$ cat src/rtl/receptor_serie_6bit.sv
`default_nettype none
// ============================================================================
// Module   : receptor_serie_6bit
// Brief    : MSB-first serial-to-parallel receiver feeding a 6-bit set
//            comparator; latches the comparator verdict and counts matches.
// Revision : 1.0 - initial release
// ============================================================================
module receptor_serie_6bit #(
    parameter int ANCHO_CONTADOR = 8
) (
    input  logic                      Reloj,
    input  logic                      Reset,
    input  logic                      DatoSerie,
    input  logic                      Habilita,
    input  logic                      Inicio,
    input  logic                      Coincide,
    output logic [5:0]                Entrada,
    output logic                      Valido,
    output logic                      Resultado,
    output logic                      ResultadoValido,
    output logic [ANCHO_CONTADOR-1:0] Coincidencias,
    output logic                      ErrorTrama,
    output logic                      Ocupado
);

    typedef enum logic [1:0] {
        REPOSO     = 2'd0,
        RECIBIENDO = 2'd1,
        EVALUANDO  = 2'd2
    } estado_t;

    localparam logic [ANCHO_CONTADOR-1:0] C_CUENTA_MAX = '1;

    estado_t                   estado_q, estado_d;
    logic [5:0]                despl_q, despl_d;
    logic [2:0]                bits_q, bits_d;
    logic [5:0]                entrada_q, entrada_d;
    logic                      valido_q, valido_d;
    logic                      resultado_q, resultado_d;
    logic                      res_valido_q, res_valido_d;
    logic [ANCHO_CONTADOR-1:0] cuenta_q, cuenta_d;
    logic                      error_q, error_d;
    logic [5:0]                despl_sig;

    assign despl_sig = {despl_q[4:0], DatoSerie};

    always_comb begin
        estado_d     = estado_q;
        despl_d      = despl_q;
        bits_d       = bits_q;
        entrada_d    = entrada_q;
        valido_d     = 1'b0;
        resultado_d  = resultado_q;
        res_valido_d = 1'b0;
        cuenta_d     = cuenta_q;
        error_d      = 1'b0;

        case (estado_q)
            REPOSO: begin
                if (Inicio) begin
                    despl_d  = 6'd0;
                    bits_d   = 3'd0;
                    estado_d = RECIBIENDO;
                end
            end

            RECIBIENDO: begin
                // A new start mid-frame discards the partial word
                if (Inicio) begin
                    despl_d = 6'd0;
                    bits_d  = 3'd0;
                    error_d = 1'b1;
                end else if (Habilita) begin
                    despl_d = despl_sig;
                    bits_d  = bits_q + 3'd1;
                    if (bits_q == 3'd5) begin
                        entrada_d = despl_sig;
                        valido_d  = 1'b1;
                        estado_d  = EVALUANDO;
                    end
                end
            end

            EVALUANDO: begin
                resultado_d  = Coincide;
                res_valido_d = 1'b1;
                if (Coincide && (cuenta_q != C_CUENTA_MAX)) begin
                    cuenta_d = cuenta_q + 1'b1;
                end
                if (Inicio) begin
                    despl_d  = 6'd0;
                    bits_d   = 3'd0;
                    estado_d = RECIBIENDO;
                end else begin
                    estado_d = REPOSO;
                end
            end

            default: begin
                estado_d = REPOSO;
            end
        endcase
    end

    always_ff @(posedge Reloj) begin
        if (Reset) begin
            estado_q     <= REPOSO;
            despl_q      <= 6'd0;
            bits_q       <= 3'd0;
            entrada_q    <= 6'd0;
            valido_q     <= 1'b0;
            resultado_q  <= 1'b0;
            res_valido_q <= 1'b0;
            cuenta_q     <= '0;
            error_q      <= 1'b0;
        end else begin
            estado_q     <= estado_d;
            despl_q      <= despl_d;
            bits_q       <= bits_d;
            entrada_q    <= entrada_d;
            valido_q     <= valido_d;
            resultado_q  <= resultado_d;
            res_valido_q <= res_valido_d;
            cuenta_q     <= cuenta_d;
            error_q      <= error_d;
        end
    end

    assign Entrada         = entrada_q;
    assign Valido          = valido_q;
    assign Resultado       = resultado_q;
    assign ResultadoValido = res_valido_q;
    assign Coincidencias   = cuenta_q;
    assign ErrorTrama      = error_q;
    assign Ocupado         = (estado_q != REPOSO);

endmodule
`default_nettype wire
$ cat config.mk
export PLATFORM = sky130hd
export DESIGN_NAME = receptor_serie_6bit
export DESIGN_NICKNAME = d
export VERILOG_FILES = /design/src/rtl/receptor_serie_6bit.sv
export SDC_FILE = /design/constraint.sdc
export NUM_CORES = 1
export LEC_CHECK = 0
export CAP_MARGIN = 20
export CORE_ASPECT_RATIO = 1.1
export CORE_MARGIN = 2
export CORE_UTILIZATION = 60
export CTS_CLUSTER_SIZE = 8
export DETAILED_ROUTE_END_ITERATION = 7
export DONT_BUFFER_PORTS = 1
export PLACE_DENSITY = 0.8
export SKIP_LAST_GASP = 1
export SYNTH_ARGS = -nofsm -noshare
export SYNTH_HDL_FRONTEND = slang
export SYNTH_SLANG_ARGS = --single-unit
export TNS_END_PERCENT = 10
$ cat constraint.sdc
create_clock -name Reloj -period 1.96 [get_ports Reloj]
set_input_delay 0.196 -clock Reloj [delete_from_list [all_inputs] [get_ports Reloj]]
set_output_delay 0.196 -clock Reloj [all_outputs]
set_load 0.03 [all_outputs]
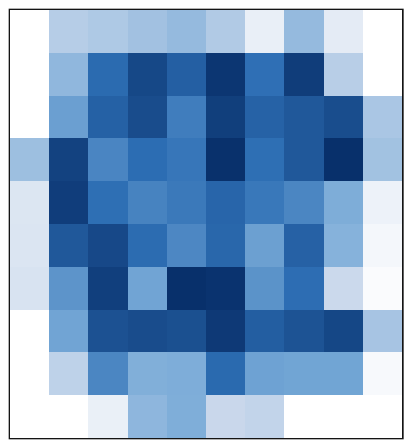
(images/util_map.png)
10 x 10 tiles, from white (low) to dark blue (high), 0 to 100% covered.
- tiles over 75% full: 35%
- mean over tiles: 53%
- nearly empty tiles: 12%
- emptiest ninth of the die: bottom left
- densest ninth of the die: middle
- fullest tile: 100%
Pre-Place Util: 0.630
final core occ: 0.673
CORE AREA: 0.00200 mm²

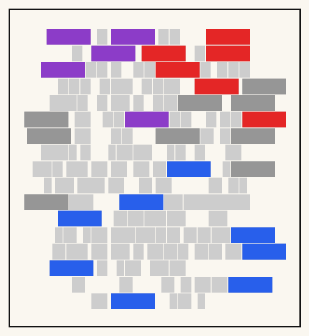
(images/ff_map.png)
Other sequential cells in the stronger gray, the rest of the logic in the fainter gray.
- blue: Coincidencias (sequential cells 8)
- red: Entrada (sequential cells 6; where top right)
- purple: despl_q (sequential cells 5)
- not colored: 9

==> changes_impl.md <==
### Changed

- Gpl congestion: 0.837
- Yosys cell count: 141
- Synth area leaders: dfxtp_1 45%, a21oi_1 7.6%, o21ai_0 4.8%, nand3_1 4.4%, ha_1 3.0%
- Input/output buffers: 0
- Pleak: 0.474 nW
- Worst Hold Depth: 2
- Synthesis-to-finish area growth: 6.96%
- Fmax: 641 MHz
- HPWL after detailed placement: 1850 µm
- Kind of critical path: reg2reg
- Final Net Count: 152
- Fin crit share: 0.796
- Crit path depth: 4
- Diodes inserted: 0
- Clock Tree Root: clkbuf_4
- CTS Hold Bufs: 1
- Chip area: 0.00248 mm²
- # fillers: 165
- Antenna violations before repair: 0
- Status: completed
- Post-Syn Area per Cell: 8.93 µm²
- Cell area after synthesis: 0.00126 mm²
- Setup violators final: 0
- CP startpoint: Coincidencias[0]$_SDFFE_PP0P_
- Setup TNS: 0 ns
- Late-Pin Clk Latency: 0.32 ns
- Post-Synthesis Cells: 141
- Num rows: 17
- Period minus WS final: 1.56 ns
- Total gr overflow: 0
- Peak supply drop: 0.502 mV
- Setup crit end kind: register
- Crit path launch type: register
- Max transition margin: 0.579
- Worst path bufs/invs: 0
- Clock Skew: 0.00674 ns
- Clock sink count: 28
- Total GRT Usage: 0.218
- Cell taking the most area after synthesis: dfxtp_1
- DRT Wirelength: 2510 µm
- DR DRC count: 0
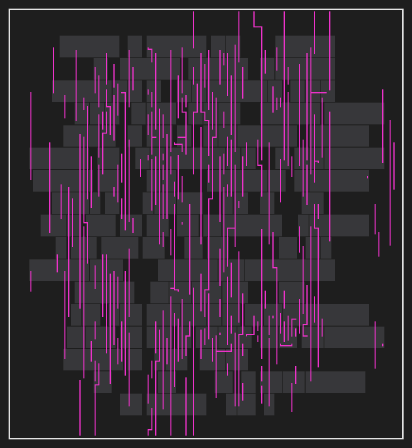
(images/m2.png)
Cells faint in the background.
- share of all routed wire: 50%
- main direction: vertical
- longest straight run: 21.1 µm

-- report_power, final --
group          total (mW)  leakage (nW)  switching (mW)  internal (mW)
sequential          0.584         0.226         0.00968          0.574
combinational      0.0445         0.220          0.0287         0.0158
clock               0.365        0.0279           0.158          0.207
total               0.993         0.474           0.197          0.797
-- cell families (layout without fill, tap and decap cells) --
group | Yosys count | after routing | share of synthesized area
AND-OR/OR-AND | 44 | 44 | 0.203
XOR/XNOR | 1 | 1 | 0.00696
adder cells (fa/ha/maj) | 3 | 3 | 0.0298
buffers and inverters | 11 | 12 | 0.0407
flip-flops | 28 | 28 | 0.445
multiplexers | 3 | 3 | 0.0258
AND/OR/NAND/NOR | 51 | 51 | 0.249
-- layer usage --
| layer | vias to the layer above | wire (µm) | global-route usage |
|---|---|---|---|
| li1 | 521 | - | - |
| met1 | 468 | 1110 | 0.283 |
| met2 | 26 | 1250 | 0.347 |
| met3 | 2 | 128 | 0.0590 |
| met4 | 0 | 17 | 0.0676 |
| met5 | - | 0 | 0 |
-- final cells by class --
| cell class | count | area share |
|---|---|---|
| inverter | 3 | 0.00836 |
| clock buffer | 3 | 0.0167 |
| timing repair buffer | 5 | 0.0297 |
| sequential | 28 | 0.416 |
| clock inverter | 1 | 0.0223 |
| multi-input combinational | 102 | 0.480 |
| tap | 28 | 0.0260 |
-- placed cells by master (no fill, tap or decap), drive strengths merged, types with 2 or more instances in the layout --
| cell | instances |
|---|---|
| dfxtp | 28 |
| and3 | 2 |
| o21ai | 12 |
| inv | 3 |
| and2 | 2 |
| nor3 | 2 |
| nor2b | 6 |
| a31oi | 2 |
| a211oi | 3 |
| or4 | 2 |
| nand3b | 2 |
| clkbuf | 3 |
| and4 | 2 |
| a21o | 2 |
| a21oi | 19 |
| and4b | 2 |
| nor2 | 6 |
| ha | 3 |
| nand2 | 3 |
| nand3 | 11 |
| buf | 4 |
| mux2 | 2 |
| nor3b | 2 |
| nand2b | 4 |
| a311oi | 3 |
| nand4b | 2 |
-- through the flow --
stage / hold WS, ns / instances / setup slack [ns] / instance area (µm²) / util
after floorplan: 0.344 / 141 / 0.337 / 1260 / -
after global placement: 0.269 / 165 / 0.488 / 1280 / 0.642
after detailed placement: 0.271 / 165 / 0.432 / 1280 / 0.642
after CTS: 0.000748 / 170 / 0.407 / 1350 / 0.673
after global routing: 0.0100 / 170 / 0.285 / 1350 / 0.673
final: 0.0101 / 170 / 0.399 / 1350 / 0.673
-- flip-flops by register name, indices dropped and copies added (netlist names) --
name	cells
ResultadoValido	1
Coincidencias	8
despl_q	5
bits_q	3
Entrada	6
Valido	1
estado_q	2
ErrorTrama	1
Resultado	1
-- final timing paths --
check | end
max | Coincidencias[0]$_SDFFE_PP0P_
min | despl_q[0]$_SDFFE_PP0P_
max reg2reg | Coincidencias[0]$_SDFFE_PP0P_
min reg2reg | despl_q[4]$_SDFFE_PP0P_
Power figures rest on the tool's default switching activity, not on a simulated workload.
